==> src/rtl/cluster_serializer.sv <==
// cluster_serializer: captures 8-cluster frames and presents pending clusters one per cycle, slot 0 first
// Ports: clock4x/reset_n (async active-low) clock and reset; clusters_valid with adr0..7/cnt0..7 is the frame strobe;
// out_valid/out_ready handshake the presented out_adr/out_cnt with out_sof/out_eof frame markers;
// busy flags SEND; overflow_cnt counts frames overwritten before full delivery (saturating).
module cluster_serializer #(
  parameter int NSTRIPS = 1536,
  parameter int OVF_W = 8
) (
  input  logic clock4x,
  input  logic reset_n,
  input  logic clusters_valid,
  input  logic [10:0] adr0,
  input  logic [10:0] adr1,
  input  logic [10:0] adr2,
  input  logic [10:0] adr3,
  input  logic [10:0] adr4,
  input  logic [10:0] adr5,
  input  logic [10:0] adr6,
  input  logic [10:0] adr7,
  input  logic [2:0] cnt0,
  input  logic [2:0] cnt1,
  input  logic [2:0] cnt2,
  input  logic [2:0] cnt3,
  input  logic [2:0] cnt4,
  input  logic [2:0] cnt5,
  input  logic [2:0] cnt6,
  input  logic [2:0] cnt7,
  input  logic out_ready,
  output logic out_valid,
  output logic [10:0] out_adr,
  output logic [2:0] out_cnt,
  output logic out_sof,
  output logic out_eof,
  output logic busy,
  output logic [OVF_W-1:0] overflow_cnt
);
  localparam logic [0:0] IDLE = 1'b0;
  localparam logic [0:0] SEND = 1'b1;
  localparam logic [11:0] NS = 12'(NSTRIPS);
  logic [10:0] adr_in [8];
  logic [2:0] cnt_in [8];
  logic [10:0] adr_q [8];
  logic [2:0] cnt_q [8];
  logic [7:0] pending, new_mask;
  logic [2:0] sel;
  logic [0:0] state;
  logic sof_q, last, hs, ovf_inc;
  assign adr_in = '{adr0, adr1, adr2, adr3, adr4, adr5, adr6, adr7};
  assign cnt_in = '{cnt0, cnt1, cnt2, cnt3, cnt4, cnt5, cnt6, cnt7};
  always_comb begin
    new_mask = '0;
    for (int i = 0; i < 8; i++) new_mask[i] = {1'b0, adr_in[i]} < NS;
  end
  always_comb begin
    sel = '0;
    for (int i = 7; i >= 0; i--) if (pending[i]) sel = 3'(i);
  end
  // outputs depend only on registered state, so they clear the instant reset asserts
  assign out_valid = |pending;
  assign last = out_valid && ((pending & (pending - 8'd1)) == 8'd0);
  assign out_adr = out_valid ? adr_q[sel] : '0;
  assign out_cnt = out_valid ? cnt_q[sel] : '0;
  assign out_sof = out_valid & sof_q;
  assign out_eof = last;
  assign busy = state == SEND;
  assign hs = out_valid & out_ready;
  // an empty frame drops nothing worth counting; finishing the old frame on the capture edge is not a loss
  assign ovf_inc = clusters_valid && |new_mask && out_valid && !(hs && last);
  always_ff @(posedge clock4x or negedge reset_n) begin
    if (!reset_n) begin
      state <= IDLE;
      pending <= '0;
      sof_q <= 1'b0;
      overflow_cnt <= '0;
      for (int i = 0; i < 8; i++) begin
        adr_q[i] <= '0;
        cnt_q[i] <= '0;
      end
    end else begin
      if (clusters_valid) begin
        adr_q <= adr_in;
        cnt_q <= cnt_in;
        pending <= new_mask;
        sof_q <= |new_mask;
        state <= |new_mask ? SEND : IDLE;
      end else if (hs) begin
        pending[sel] <= 1'b0;
        sof_q <= 1'b0;
        state <= last ? IDLE : SEND;
      end
      if (ovf_inc && overflow_cnt != '1) overflow_cnt <= overflow_cnt + 1'b1;
    end
  end
endmodule

==> config.mk <==
export PLATFORM = sky130hd
export DESIGN_NAME = cluster_serializer
export DESIGN_NICKNAME = d
export VERILOG_FILES = /design/src/rtl/cluster_serializer.sv
export SDC_FILE = /design/constraint.sdc
export NUM_CORES = 1
export LEC_CHECK = 0
export CAP_MARGIN = 25
export CORE_MARGIN = 2
export CORE_UTILIZATION = 30
export DETAILED_ROUTE_END_ITERATION = 12
export MAX_ROUTING_LAYER = met4
export PLACE_DENSITY_LB_ADDON = 0.25
export SYNTH_ARGS = -nofsm -noshare
export SYNTH_HDL_FRONTEND = slang
export SYNTH_SLANG_ARGS = --single-unit
==> constraint.sdc <==
create_clock -name clock4x -period 1.8 [get_ports clock4x]
set_input_delay 0.27 -clock clock4x [delete_from_list [all_inputs] [get_ports clock4x]]
set_output_delay 0.27 -clock clock4x [all_outputs]
set_load 0.01 [all_outputs]
==> summary.txt <==
run results: Core Region approximately 20,000 um2, total power draw 9340 uW, CP Max Fanout 7, critical path class reg -> out, Final Non-Filler Cells 1,036, pre-CTS setup slack -0.934 ns, gpl congestion roughly 0.92, DRT Pass-1 Iters 4, slowest cell on the critical path or4_4, Post-Synthesis Cells 516, fin nets just under 900, via/cell ratio approximately 5, violated checks negative setup slack, syn avg cell area around 12 um2, pwr/cell area 924 nW/um2, Iter 0 DRT Violations about 250, worst hold path type in -> async, global-route wire length before repair about 31,000 um, reg2reg path depth 9, Synth flops 130, RR Startpoint pending[2], Area growth syn-to-layout 61.3%, Peak VDD IR 0.673 mV, CTS tree done, Slew Viols, Final 0, Bufs on Longest Clock Path 2, Slew headroom 69.6%, # setup viols final 29, Fmax 0.364 GHz, Most common reg cell dfrtp_1, ys async rst share 100%, Largest stage delay, worst path between 0.5 and 0.6 ns, vias in the first global route 5,688, Netlist Area Pre-Place 6270 um2, largest net degree at the start of global routing 72, Tool Warnings 29, YS warnings 0, Critical Path Start pending[2], I/O pin count 142, Worst Path Buf+Inv 4, ys cells 516, max-cap violation count 0, crit-path cells buf_6, or4_4, nor4_4, buf_4, o21ai_4, buf_12, o22ai_4, nor4_2, buf_2, critical path's top delay family simple AND/OR/NAND/NOR gates, htree depth 4, unique cell type count in the Yosys netlist 48, Slew @ Worst Pin 0.452 ns, FP Rows approximately 52, leakage between 0.004 and 0.005 uW, RSZ-0062 raised after global routing yes, r2r endpoint pending[6], setup ws final -0.947 ns, status finished with violations, EDFF count, synth 0, Worst EP arrival 2.48 ns, post-route ant nets 0, initial antenna violation count 0, Hold WS 0.344 ns, Overflow after GRT 0, clock-pin slew on the worst setup and hold paths 0.05 ns, fp util 30.8%
==> logic make-up (layout without fill, tap and decap cells) <==
kind of cell	after synthesis	in the layout	synth area share, %
adder cells (fa/ha/maj)	2	2	0.359
AND/OR/NAND/NOR	133	133	12.5
AND-OR/OR-AND	82	82	9.11
multiplexers	123	123	22.1
buffers and inverters	39	289	3.01
flip-flops	130	130	51.9
XOR/XNOR	7	7	0.978
==> state kept, by name, indices dropped and copies added, names as in the netlist <==
name          cells
busy              1
adr_q            88
overflow_cnt      8
cnt_q            24
sof_q             1
pending           8
==> per-layer routing <==
metal / GRT usage [%] / part of all wire [%]
met1: 24.1 / 42
met2: 30.7 / 49
met3: 5.15 / 6.8
met4: 6.33 / 1.9
met5: - / 0
==> cells in the mapped netlist (all sizes together), types with 4 or more instances <==
| cell | instances | area [um2] |
|---|---|---|
| nor2b | 11 | 68.8 |
| buf | 12 | 87.6 |
| dfrtp | 130 | 3250 |
| xnor2 | 7 | 61.3 |
| nand3 | 9 | 50.1 |
| mux2 | 123 | 1390 |
| nor4 | 18 | 149 |
| and3 | 29 | 181 |
| nand4 | 5 | 31.3 |
| nor2 | 13 | 53.8 |
| nand2 | 22 | 87.6 |
| and2 | 5 | 31.3 |
| o22ai | 9 | 62.6 |
| nor3 | 14 | 75.1 |
| o21ai | 21 | 109 |
| clkbuf | 23 | 86.3 |
| a211oi | 39 | 293 |
| inv | 4 | 15.0 |
==> per-stage QoR <==
stage	area (um2)	utilization, %	TNS, ns
6_report	10100	49.6	-18.22
5_1_grt	10100	49.6	-20.90
3_5_place_dp	8640	42.4	-16.64
4_1_cts	9760	47.9	-19.39
2_1_floorplan	6440	-	-1.94
3_3_place_gp	8640	42.4	-15.87
==> where the power goes <==
group / switching [uW] / total (uW) / internal (uW)
clock: 1220 / 3350 / 2140
combinational: 1030 / 2410 / 1380
sequential: 295 / 3580 / 3280
total: 2540 / 9340 / 6800
==> worst max-delay path by stage <==
stage	depth (start not counted)	to
after floorplan	6	out_cnt[1]
after global placement	8	out_adr[5]
after detailed placement	8	out_adr[5]
after CTS	8	out_cnt[1]
after global routing	9	out_adr[7]
final	9	out_adr[7]
==> repair_timing <==
item	in CTS	in global routing
resized	143	53
endpoints found under the setup margin	29	31
pin swaps	33	21
cloned	2	1
endpoints found under the hold margin	37	0
hold buffers	1	0
setup buffers	24	15
==> final cells by class <==
type                    count  area (um2)
clock buffers              21         480
clock inverters             6        82.6
fillers                  1773       10300
inverters                   4        15.0
multi-input cells         347        3480
flip-flops and latches    130        3250
well taps                 270         338
repair buffers            258        2460
**Pin placement**

Pins as bars across the die edge, other pins in grey.
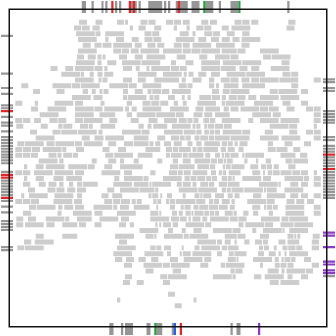
colour	port	pins	direction	edge
blue	out_ready	1	input	bottom
green	cnt5	3	input	2 top, 1 bottom
red	out_adr	11	output	4 top, 4 left, 2 right, 1 bottom
purple	overflow_cnt	8	output	7 right, 1 bottom
all pins by edge	44 top, 40 left, 38 right, 20 bottom
Die Y: 149 um
input/output buffers: 141
die width: 149 um

**Clock routing**

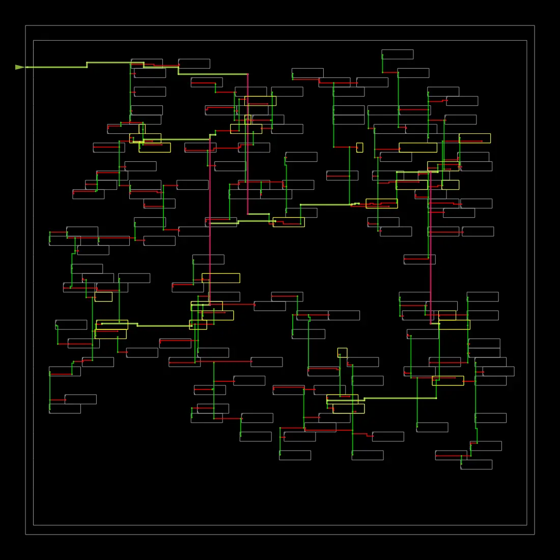
FF+latch count: 130
Clock group: 3350 uW
TritonCTS buffer count: 17
clk sinks: 130
clock skew: 0.00620 ns

**Metal layers overlaid**

The bar under the picture is 50 um long.
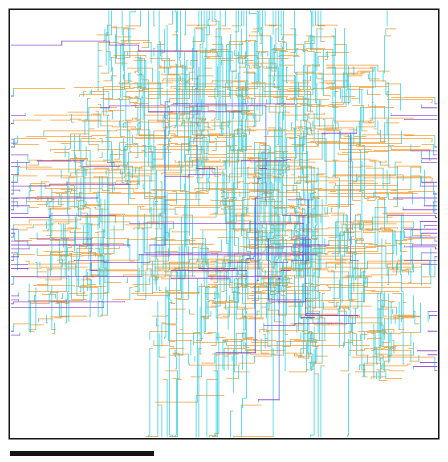
colour	layer	wire length
orange	met1	8,630 um
cyan	met2	10,100 um
purple	met3	1,380 um
blue	met4	393 um
Routed WL per cell: 19.7 um
all-layer global routing usage: 19.3%
WL final: 20,500 um
Vias: 5,170

**Clock distribution**

The bar under the picture is 50 um long.
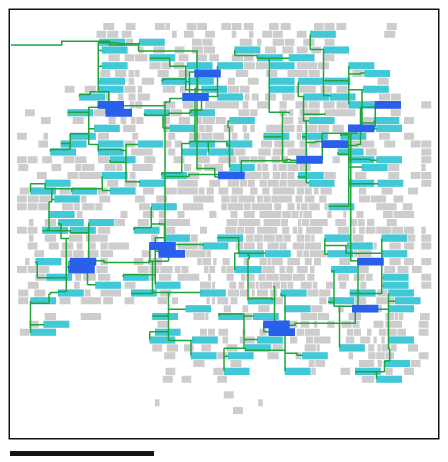
[green] clock wires | length: 1,800 um
[blue] cells driving clock nets | count: 17
[cyan] flip-flops | count: 130
routed clock nets	18
flops lie	all over the die
clk_lat worst skew: 0.42 ns
power share of the clock group: 35.9%

Power and IR drop assume default switching activity.
